**config.mk**
```make
export PLATFORM = sky130hd
export DESIGN_NAME = prach_cp_remove
export DESIGN_NICKNAME = d
export VERILOG_FILES = /design/src/rtl/prach_cp_remove.sv
export SDC_FILE = /design/constraint.sdc
export NUM_CORES = 1
export LEC_CHECK = 0
export CORE_MARGIN = 2
export CORE_UTILIZATION = 48
export DETAILED_ROUTE_END_ITERATION = 10
export PLACE_DENSITY = 0.85
export SLEW_MARGIN = 20
export SYNTH_ARGS = -nofsm -noshare
export SYNTH_HDL_FRONTEND = slang
export SYNTH_SLANG_ARGS = --single-unit
export TNS_END_PERCENT = 50
```
**constraint.sdc**
```tcl
create_clock -name clk -period 1.7 [get_ports clk]
set_input_delay 0.34 -clock clk [delete_from_list [all_inputs] [get_ports clk]]
set_output_delay 0.34 -clock clk [all_outputs]
set_load 0.05 [all_outputs]
```
**src/rtl/prach_cp_remove.sv**
```systemverilog
// PRACH cyclic-prefix removal: drops CP_LEN samples after each sof, forwards REPEAT x SEQ_LEN samples.
// Optional PRACH_CP_REMOVE_STATS_EN adds completed/aborted occasion counters.
module prach_cp_remove #(
  parameter int WIDTH   = 32,
  parameter int CP_LEN  = 3168,
  parameter int SEQ_LEN = 24576,
  parameter int REPEAT  = 1
) (
  input  logic             clk,
  input  logic             rst_n,
  input  logic [WIDTH-1:0] din,
  input  logic             din_valid,
  input  logic             sof,
  output logic [WIDTH-1:0] dout,
  output logic             dout_valid,
  output logic             dout_first,
  output logic             dout_last,
  output logic             busy,
  output logic             err_overlap
`ifdef PRACH_CP_REMOVE_STATS_EN
  ,
  output logic [15:0]      occ_done_cnt,
  output logic [15:0]      occ_abort_cnt
`endif
);

  localparam int CPW = $clog2(CP_LEN + 1);
  localparam int SQW = $clog2(SEQ_LEN);

  typedef enum logic [1:0] {S_IDLE, S_CP, S_SEQ} state_t;

  state_t           r_state;
  logic [CPW-1:0]   r_cp_cnt;
  logic [SQW-1:0]   r_seq_cnt;
  logic [1:0]       r_rep_cnt;
  logic [WIDTH-1:0] r_dout;
  logic             r_dout_valid;
  logic             r_dout_first;
  logic             r_dout_last;
  logic             r_busy;
  logic             r_err;

  logic w_seq_last;
  logic w_rep_last;
  logic w_final;
  logic w_fwd;
  logic w_cp_done;

  assign w_seq_last = (r_seq_cnt == SQW'(SEQ_LEN - 1));
  assign w_rep_last = (r_rep_cnt == 2'(REPEAT - 1));
  assign w_final    = (r_state == S_SEQ) && w_seq_last && w_rep_last;
  // A sof on the very last sequence sample still lets that sample through.
  assign w_fwd      = din_valid && (r_state == S_SEQ) && (!sof || w_final);
  assign w_cp_done  = (r_cp_cnt == CPW'(CP_LEN - 1));

  always_ff @(posedge clk or negedge rst_n) begin
    if (!rst_n) begin
      r_state      <= S_IDLE;
      r_cp_cnt     <= '0;
      r_seq_cnt    <= '0;
      r_rep_cnt    <= '0;
      r_dout       <= '0;
      r_dout_valid <= 1'b0;
      r_dout_first <= 1'b0;
      r_dout_last  <= 1'b0;
      r_busy       <= 1'b0;
      r_err        <= 1'b0;
    end else begin
      r_dout_valid <= 1'b0;
      r_dout_first <= 1'b0;
      r_dout_last  <= 1'b0;
      r_err        <= 1'b0;
      if (din_valid) begin
        if (w_fwd) begin
          r_dout       <= din;
          r_dout_valid <= 1'b1;
          r_dout_first <= (r_seq_cnt == '0);
          r_dout_last  <= w_seq_last;
        end
        if (sof) begin
          // Every sof restarts an occasion with this sample as CP sample 0.
          r_err     <= (r_state != S_IDLE);
          r_cp_cnt  <= CPW'(1);
          r_seq_cnt <= '0;
          r_rep_cnt <= '0;
          r_state   <= (CP_LEN == 1) ? S_SEQ : S_CP;
          r_busy    <= 1'b1;
        end else begin
          case (r_state)
            S_IDLE: r_state <= S_IDLE;
            S_CP: begin
              r_cp_cnt <= r_cp_cnt + CPW'(1);
              if (w_cp_done) begin
                r_state   <= S_SEQ;
                r_seq_cnt <= '0;
                r_rep_cnt <= '0;
              end
            end
            S_SEQ: begin
              if (w_seq_last) begin
                r_seq_cnt <= '0;
                r_rep_cnt <= r_rep_cnt + 2'd1;
                if (w_rep_last) begin
                  r_state <= S_IDLE;
                  r_busy  <= 1'b0;
                end
              end else begin
                r_seq_cnt <= r_seq_cnt + SQW'(1);
              end
            end
            default: begin
              r_state <= S_IDLE;
              r_busy  <= 1'b0;
            end
          endcase
        end
      end
    end
  end

  assign dout        = r_dout;
  assign dout_valid  = r_dout_valid;
  assign dout_first  = r_dout_first;
  assign dout_last   = r_dout_last;
  assign busy        = r_busy;
  assign err_overlap = r_err;

`ifdef PRACH_CP_REMOVE_STATS_EN
  logic [15:0] r_done_cnt;
  logic [15:0] r_abort_cnt;

  always_ff @(posedge clk or negedge rst_n) begin
    if (!rst_n) begin
      r_done_cnt  <= '0;
      r_abort_cnt <= '0;
    end else if (din_valid) begin
      if (w_final)
        r_done_cnt <= r_done_cnt + 16'd1;
      if (sof && (r_state != S_IDLE) && !w_final && (r_abort_cnt != 16'hFFFF))
        r_abort_cnt <= r_abort_cnt + 16'd1;
    end
  end

  assign occ_done_cnt  = r_done_cnt;
  assign occ_abort_cnt = r_abort_cnt;
`endif

endmodule

```
### PDN straps and rails, run 1

Scale: 4 px per um. Pins as bars on the die edge.
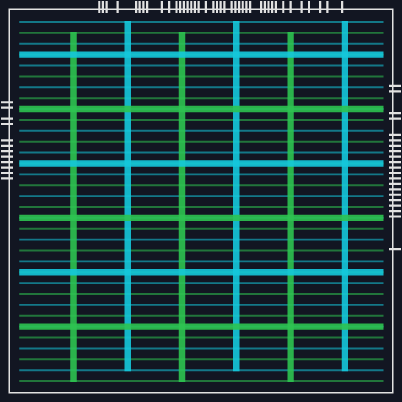
legend:
  green:
    net: VSS
  cyan:
    net: VDD
signal pins: 73
met1 rails: 34
met5 straps: 6
met4 straps: 6
rows: 33

### Placement by cell class, run 1

Scale: 3 px per um. Fill, decap, tap and diode cells in gray.
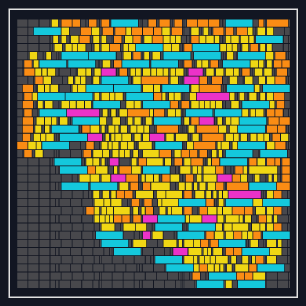
legend:
  cyan:
    class: flops
    cells: 68
  magenta:
    class: clock drivers and dummy loads
    cells: 16
  orange:
    class: other buffers and delay cells
    cells: 139
  yellow:
    class: all other logic
    cells: 332

### Clock wires, drivers and flops, run 1

Scale: 6 px per um.
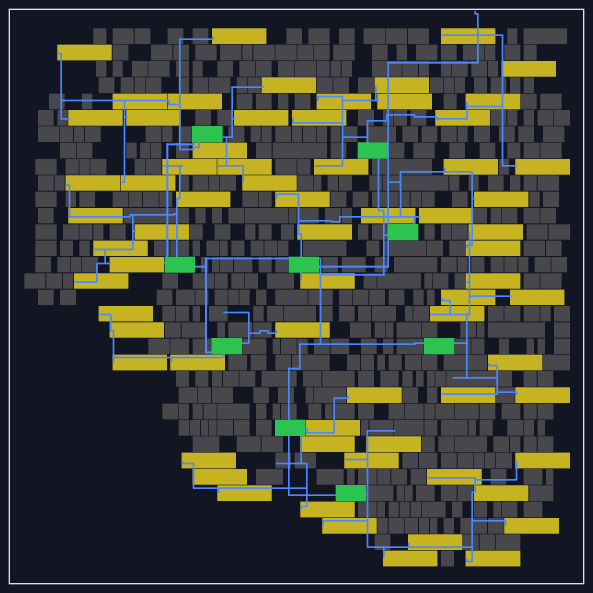
legend:
  blue:
    item: clock wires
    length: 903 um
  yellow:
    item: flip-flops
    count: 68
  green:
    item: cells driving clock nets
    count: 9
flops lie: spread over the die
routed clock nets: 10

==> notes.md, run 1 <==
The flow run is done. H-tree depth landed at 3. For the completed layout, the total cell area is recorded as 5570 um2. The violation tally recorded at the end of detailed-routing iteration 0 is 296. After global routing, the most crowded layer is met2. Pins over their slew limit in the final report were tallied at 0. The required time at the worst endpoint is listed as 1.96 ns. OpenROAD warning count landed at 29. Post-cts hold buffer count landed at 0. For this design the static power due to leakage is 2.09 nW.

Counting stages on the worst path, the most repeated cell is and3_4. Post-placement cell count landed at 642. Sequential fraction of the synthesis area landed at 0.424. The critical path's slowest stage uses the library cell dfrtp_1. Global-route wire length before repair landed at 18300 um.

Switching share of power landed at 0.227. Routed wire length per instance landed at 18.1 um. Largest clock skew in the final design landed at 0.0116 ns. Synthesis-stage register bit count landed at 68. Dividing total power by cell area gives a power density of 669 nW/um2. Sum of met2 wire segment lengths after detailed routing landed at 6070 um. Yosys reports a chip area of 4020 um2. The routed design could run at a clock period as short as 1.72 ns. The report counts max-capacitance violations totalling 0. TritonCTS built the clock tree. The setup path with the least slack is of type reg -> reg. Compound-cell area share of the yosys netlist landed at 0.203. Share of the core filled by cells before placement landed at 0.491.

According to the finish report, the design has a final net count of 590. Number of synthesized flops with an enable pin landed at 0. Leaving out fill and tap cells, the most frequent cell in the layout is buf_4.

The share of total power dissipated in the clock network is 0.460. Summed over all instances, the cell type with the most area after synthesis is dfrtp_1. In this run the core area contains 33 standard-cell rows. In this run, the synthesized area fraction spent on xor and xnor cells is recorded as 0.00872. The power report attributes to the combinational group a share of 0.098. Per the detail_route report, DRC violations left total 0.

HPWL after detailed placement landed at 7710 um. The worst setup path is captured at a register. STA classifies the critical path startpoint as a register.

After synthesis the cells add up to 4020 um2. For the combinational group, total power comes out at 364 uW. After global routing the overflow that remains totals 0. The number of gates resized after CTS was 5. Proportion of power drawn by flip-flops and latches landed at 0.442.

Post-synthesis cell count from yosys landed at 446. Die extent in y landed at 95.5 um. Post-synthesis cell count landed at 446. Counting the buffers created by CTS gives 9. Fraction of layout instances using a drive strength above 1 landed at 0.274. Pre-CTS setup slack landed at -0.190 ns. The repair_antennas step left the layout with diodes totalling 0. For the worst reg-to-reg path, the startpoint reported by OpenROAD is r_seq_cnt[1]$_DFFE_PN0P_.

Power of the sequential group landed at 1.65 mW. Of all nets on the critical path, the largest fanout is 6. Of the post-synthesis cell area, the dominant cell type holds 0.424. Share of synthesized cell area in and, or, nand and nor gates landed at 0.281.

Clock-pin slew was measured on the worst setup and hold paths at 0.08 ns. Sum of met3 wire segment lengths after detailed routing landed at 632 um. Warnings reported by Yosys during synthesis add up to 0. Walking the worst path, the cells encountered are ha_2 -> and3_4 -> buf_6 -> and3_4 -> or3b_1 -> a31oi_1. Setup repair after global routing could not meet its margin everywhere. Area share of fa/ha/maj cells after synthesis landed at 0.0125. The commonest cells after synthesis are dfrtp_1 (68), nand3_1 (45), a21oi_1 (43), nand4_1 (39), o211ai_1 (34). At the worst endpoint, the arrival time is 1.98 ns. Synthesized area per cell landed at 9.01 um2. The run finished, with violations left. I/O pin count landed at 73. Post-layout worst setup margin landed at -0.0186 ns. Post-route period utilization is reported as 1.01. Area of placed instances landed at 5140 um2. Source-to-sink clock delay at the later pin of the worst-skew pair landed at 0.36 ns. Looking at the clock tree report, the root buffer type is clkbuf_8.

Measured on the finished design, the core utilization comes to 0.682. The initial antenna violation count came to 0. According to the floorplan report, the placeable core area is 8180 um2.

Transition time at the pin with the least slew margin landed at 0.423 ns. Combined flip-flop and latch cell area landed at 1700 um2. By area the synthesized netlist is led by dfrtp_1 (42%), o211ai_1 (6.4%), nor3b_1 (6.2%). The final reports fail on hold timing, setup timing. Along the critical path, the tally of buffer and inverter instances is 1. Via count of the first global-routing pass landed at 3959. Worst max-slew margin expressed relative to the limit landed at 0.718.

Timing would allow up to 582 MHz. The register with the most flip-flops in the layout has 32 of them. Across the VDD grid, the largest voltage drop is 0.427 mV. Final cell count without fillers landed at 660.

In the final layout, the multi-input gates occupy 2180 um2. Per the OpenROAD power report, switching power amounts to 847 uW. met2 track demand over resource after global routing is 0.431. The power report lists cell-internal power as 2.88 mW. The largest part of the power goes to the clock network. Routed length on met1 landed at 5030 um. The worst hold path belongs to the class in -> async. The first detailed-routing pass ran for 4 iterations. Among all stages on the critical path, the maximum delay recorded is 0.39 ns. Async set or reset register ratio after synthesis landed at 1.00. Tracing the worst setup path back leads to its startpoint at r_seq_cnt[1]$_DFFE_PN0P_. Final-layout fill cell count landed at 607. Grouping non-sequential cells by family puts the most area in simple AND/OR/NAND/NOR gates. Maximum buffer depth of the clock tree landed at 2. Mux contribution to synthesized area landed at 0.0103.

The overall die size recorded for this design is 9120 um2. Maximum number of pins on one net before global-route repair landed at 69. Port buffer count landed at 72. Sink count of the clock tree landed at 68. Combined global-route utilization of all metal layers landed at 0.253. The most critical hold endpoint after final layout shows a slack of -0.0211 ns. By instance count after routing, the leading logic cell types are buf_4 (90), dfrtp_1 (68), nand3_1 (44), a21oi_1 (41), nand4_1 (39).

Met3 usage in global routing landed at 0.0395. Total detailed-routing wirelength landed at 12000 um. Weighted congestion reported at the end of routability-driven placement landed at 0.913. Setup total negative slack on the finished layout was measured at -0.0186 ns. Overall die width landed at 95.5 um.

Remaining antenna violation count after routing landed at 0. Signal nets in the final route climb as high as met4. Per the finish-stage timing summary, setup violations number 1.

Clock network power for this build is 1.72 mW. By instance count, the leading cell after synthesis is dfrtp_1. Overall power of the completed layout landed at 3.73 mW. Per the run report, area growth between synthesis and finish was 38.7%.

Per the repair_timing log after CTS, setup buffers inserted total 1. Hold-check failures listed in the final report amount to 7. The timing report attributes the biggest portion of critical-path delay to simple AND/OR/NAND/NOR gates. Detail-routed via count per cell landed at 6.36. Looking at the cell usage after synthesis, the top flip-flop cell is dfrtp_1.

Number of nets at floorplan landed at 486. The gate-level netlist out of Yosys references 49 unique cell types. Met1 track utilization from global routing landed at 0.323. Summing over every cut layer, the via total after detailed routing is 4195.
## run 1: final timing paths
check,to,slack [ns],cells after the start
worst max register to register,r_seq_cnt[6]$_DFFE_PN0P_,-0.02,6
worst max-delay path,r_seq_cnt[6]$_DFFE_PN0P_,-0.02,6
min in group clk,r_seq_cnt[3]$_DFFE_PN0P_,0.47,4
max in group asynchronous,r_seq_cnt[3]$_DFFE_PN0P_,1.40,2
worst min register to register,r_seq_cnt[12]$_DFFE_PN0P_,0.54,1
worst min-delay path,dout[17]$_DFFE_PN0P_,-0.02,2
## run 1: final cells by class
cell class | instances | share of cell area
sequential | 68 | 0.305
multi-input combinational | 321 | 0.391
timing repair buffer | 139 | 0.226
tap | 105 | 0.0236
clock buffer | 11 | 0.0272
clock inverter | 5 | 0.0191
inverter | 11 | 0.00741
--- run 2 (diff from run 1) ---
--- a/config.mk
+++ b/config.mk
@@ -5,9 +5,11 @@
 export SDC_FILE = /design/constraint.sdc
 export NUM_CORES = 1
 export LEC_CHECK = 0
+export CAP_MARGIN = 10
 export CORE_MARGIN = 2
 export CORE_UTILIZATION = 48
 export DETAILED_ROUTE_END_ITERATION = 10
+export GPL_TIMING_DRIVEN = 1
 export PLACE_DENSITY = 0.85
 export SLEW_MARGIN = 20
 export SYNTH_ARGS = -nofsm -noshare
### Clock wires, drivers and flops, run 2

Scale: 6 px per um.
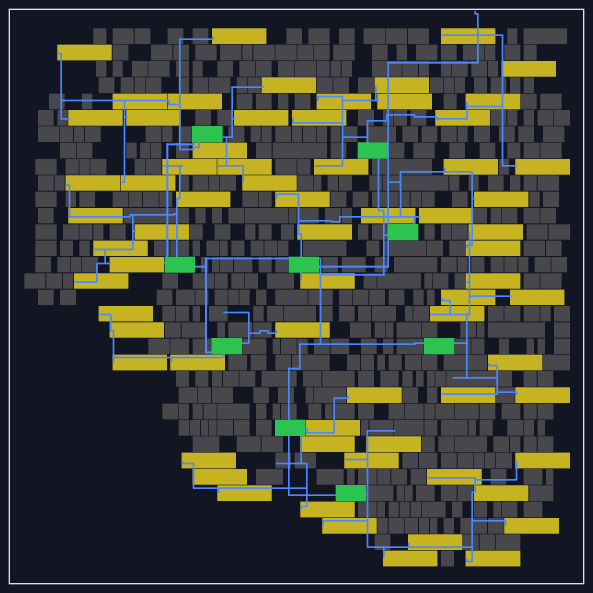
legend:
  yellow:
    item: flip-flops
    count: 68
  blue:
    item: clock wires
    length: 903 um
  green:
    item: cells driving clock nets
    count: 9
routed clock nets: 10

### PDN straps and rails, run 2

Scale: 4 px per um. Pins as bars on the die edge.
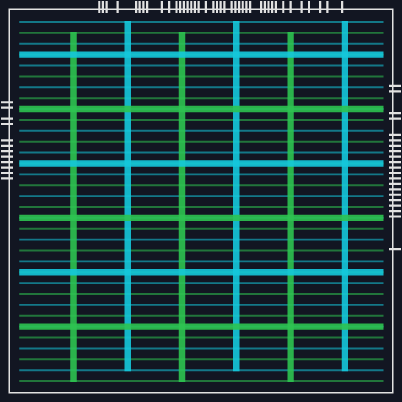
legend:
  cyan:
    net: VDD
  green:
    net: VSS
met4 straps: 6
rows: 33
signal pins: 73

==> notes.md, run 2 <==
The flow run is done. Status: finished with violations (unchanged). Violated checks: hold timing, setup timing (unchanged). The total number of yosys warnings was 0 (unchanged). The final setup TNS came to -0.0186 ns (unchanged). The compound-cell area share of the yosys netlist is 0.203 (unchanged). Number of distinct library cell variants in the gate-level netlist after synthesis landed at 49 (unchanged). The internal power was 2.88 mW (unchanged). The final-layout fill cell count is 607 (unchanged). Transition time at the pin with the least slew margin landed at 0.423 ns (unchanged). The weighted congestion reported at the end of routability-driven placement came to 0.913 (unchanged). Sink count of the clock tree landed at 68 (unchanged).

Maximum fanout count along the critical path landed at 6 (unchanged). First-pass detailed-route iteration total landed at 4 (unchanged). Final tally of hold violations landed at 7 (unchanged).

Area of the die landed at 9120 um2 (unchanged). Pre-CTS setup slack landed at -0.190 ns (unchanged). The post-placement cell count was 642 (unchanged). The endpoint of the most critical setup path is r_seq_cnt[6]$_DFFE_PN0P_ (unchanged). The number of violations of the max-capacitance limit was 0 (unchanged). The critical register-to-register path endpoint is r_seq_cnt[6]$_DFFE_PN0P_ (unchanged).

Post-synth top cells: dfrtp_1 (68), nand3_1 (45), a21oi_1 (43), nand4_1 (39), o211ai_1 (34) (unchanged). The cell accounting for the most synthesized area was dfrtp_1 (unchanged). Static power due to leakage landed at 2.09 nW (unchanged).

The fraction of layout instances using a drive strength above 1 was 0.274 (unchanged). OpenROAD warning count landed at 29 (unchanged). The synthesized area per cell was 9.01 um2 (unchanged). The maximum buffer depth of the clock tree came to 2 (unchanged). The category of cells accounting for the largest share of critical-path delay is simple AND/OR/NAND/NOR gates (unchanged).

The biggest combinational cell group after synthesis is simple AND/OR/NAND/NOR gates (unchanged). The area share of fa/ha/maj cells after synthesis came to 0.0125 (unchanged). The synthesis-stage register bit count was 68 (unchanged). The worst-case hold slack is -0.0211 ns (unchanged). Mapped cell area landed at 4020 um2 (unchanged). Met1 track utilization from global routing landed at 0.323 (unchanged).

The total clock buffers created by CTS came to 9 (unchanged). Post-cts hold buffer count landed at 0 (unchanged). The number of setup buffers added after CTS came to 1 (unchanged). End-of-flow core utilization landed at 0.682 (unchanged). The die extent in y came to 95.5 um (unchanged). Post-CTS resize count landed at 5 (unchanged). The most instantiated flip-flop cell in the synthesis netlist was dfrtp_1 (unchanged). The most frequent logic cell in the layout is buf_4 (unchanged).

Number of nets in the finished design landed at 590 (unchanged). Total setup violations reported at the end of the flow landed at 1 (unchanged). Overall die width landed at 95.5 um (unchanged). The layer carrying the most global-route usage was met2 (unchanged). The path depth of the worst reg2reg path is 6 (unchanged). Maximum single-stage delay on the critical path landed at 0.39 ns (about the same). The post-synthesis cell count from yosys is 446 (unchanged). Detail-routed via count per cell landed at 6.36 (unchanged). The proportion of power drawn by flip-flops and latches came to 0.442 (about the same). The number of synthesized flops with an enable pin came to 0 (unchanged). The most used cell along the critical path is and3_4 (unchanged). The worst setup path category is reg -> reg (unchanged). Arrival time at the worst endpoint landed at 1.98 ns (about the same). The power per cell area came to 669 nW/um2 (unchanged). Source-to-sink clock delay at the later pin of the worst-skew pair landed at 0.36 ns (about the same). Overall overflow remaining after global route landed at 0 (unchanged).

The final cell count without fillers is 660 (unchanged). The number of antenna repair diodes was 0 (unchanged). The top layer used by detailed routing was met4 (unchanged). Peak supply drop landed at 0.427 mV (unchanged). CP Cell Sequence: ha_2 -> and3_4 -> buf_6 -> and3_4 -> or3b_1 -> a31oi_1 (unchanged). The maximum clock rate is 582 MHz (unchanged). Post-synthesis cell count landed at 446 (unchanged). The number of flip-flops under the largest register name came to 32 (unchanged).

Total clock network power landed at 1.72 mW (about the same). Post-route fraction of the period consumed by the critical path landed at 1.01 (unchanged). Top-area cell type share of the netlist area landed at 0.424 (unchanged). Net switching power landed at 847 uW (unchanged). The share of synthesized cell area in and, or, nand and nor gates was 0.281 (unchanged).

Setup repair after global routing missed its margin: yes (unchanged). The area of placed instances was 5140 um2 (unchanged). Post-layout worst setup margin landed at -0.0186 ns (unchanged). Worst path buffer plus inverter count landed at 1 (unchanged). Standard-cell row count landed at 33 (unchanged).

The startpoint of the most critical register-to-register path was r_seq_cnt[1]$_DFFE_PN0P_ (unchanged). The via count of the routed design came to 4195 (unchanged). Combined global-route utilization of all metal layers landed at 0.253 (unchanged). The parity-gate share of the synthesized area counting xor and xnor cells is 0.00872 (unchanged). Global-route wire length before repair landed at 18300 um (unchanged). The sum of met3 wire segment lengths after detailed routing is 632 um (unchanged). The clock tree from TritonCTS is done (unchanged). Area of all placed cells without fillers landed at 5570 um2 (unchanged). Required time reported for the critical path endpoint landed at 1.96 ns (about the same). Maximum number of pins on one net before global-route repair landed at 69 (unchanged). The largest clock skew in the final design is 0.0116 ns (unchanged). The sort of element at the end of the critical path is a register (unchanged). The routed wire length per instance came to 18.1 um (unchanged). Number of nets at floorplan landed at 486 (unchanged). HPWL after detailed placement landed at 7710 um (unchanged).

The initial antenna violation count is 0 (unchanged). Worst max-slew margin expressed relative to the limit landed at 0.718 (unchanged). The clock input transition at the sequential cells of the worst setup and hold paths came to 0.08 ns (about the same).

I/O pin count landed at 73 (unchanged). The switching share of power is 0.227 (unchanged). Mux contribution to synthesized area landed at 0.0103 (unchanged). Routed length on met1 landed at 5030 um (unchanged).

Total detailed-routing wirelength landed at 12000 um (unchanged). The library cell contributing the largest single delay on the critical path is dfrtp_1 (unchanged). Share of the core filled by cells before placement landed at 0.491 (unchanged). The largest power group is the clock network (unchanged). Combinational cell power landed at 364 uW (about the same).

The via count of the first global-routing pass was 3959 (unchanged). The most numerous cell in the Yosys netlist is dfrtp_1 (unchanged). The buffer cell driving the clock tree root was clkbuf_8 (unchanged). Share of power burned in combinational logic landed at 0.098 (about the same). Post-route DRC violation count landed at 0 (unchanged). Leading post-synthesis cells by cell area: dfrtp_1 (42%), o211ai_1 (6.4%), nor3b_1 (6.2%) (unchanged).

The routing usage on met2 came to 0.431 (unchanged). Time the worst path needs with I/O delays and setup landed at 1.72 ns (unchanged). The remaining antenna violation count after routing was 0 (unchanged). Async set or reset register ratio after synthesis landed at 1.00 (unchanged).

The count of pins over their slew limit came to 0 (unchanged). The port buffer count came to 72 (unchanged). The overall power of the completed layout came to 3.73 mW (unchanged). The number of cells on the critical path came to 6 (unchanged). The met3 usage in global routing came to 0.0395 (unchanged).

The H-tree depth came to 3 (unchanged). The placeable core region came to 8180 um2 (unchanged). The clock share of power is 0.460 (about the same). Summed standard-cell area reported by yosys landed at 4020 um2 (unchanged). Sequential fraction of the synthesis area landed at 0.424 (unchanged).

The category of the worst setup path launch point is a register (unchanged). The area growth from synthesis to final layout is 38.7% (unchanged). Internal reg-to-reg setup slack landed at -0.02 ns (about the same). The sum of met2 wire segment lengths after detailed routing is 6070 um (unchanged). Top logic cells by instance count in the layout: buf_4 (90), dfrtp_1 (68), nand3_1 (44), a21oi_1 (41), nand4_1 (39) (unchanged). The path category of the worst min-delay check was in -> async (unchanged).

The startpoint of the most critical setup path is r_seq_cnt[1]$_DFFE_PN0P_ (unchanged). The number of DRC markers in iteration 0 was 296 (unchanged). The power of the sequential group is 1.65 mW (about the same).
==> run 2: cell counts after synthesis <==
No cell type changed its count.
==> run 2: cell type report <==
type	count	area (um2)	area share
clock buffer	11	151	0.0272
clock inverter	5	106	0.0191
inverter	11	41.3	0.00741
multi-input combinational	321	2180	0.391
sequential	68	1700	0.305
tap	105	131	0.0236
timing repair buffer	139	1260	0.226
==> run 2: worst min path at each step <==
stage	slack, ns	start	end
6_report	-0.02	rst_n	dout[17]$_DFFE_PN0P_
5_1_grt	0.02	rst_n	dout[23]$_DFFE_PN0P_
4_1_cts	0.001	rst_n	dout[17]$_DFFE_PN0P_
3_5_place_dp	0.39	rst_n	dout[17]$_DFFE_PN0P_
3_3_place_gp	0.38	rst_n	dout[22]$_DFFE_PN0P_
2_1_floorplan	0.04	rst_n	busy$_DFFE_PN0P_
Power is estimated from default activity; no workload was simulated.
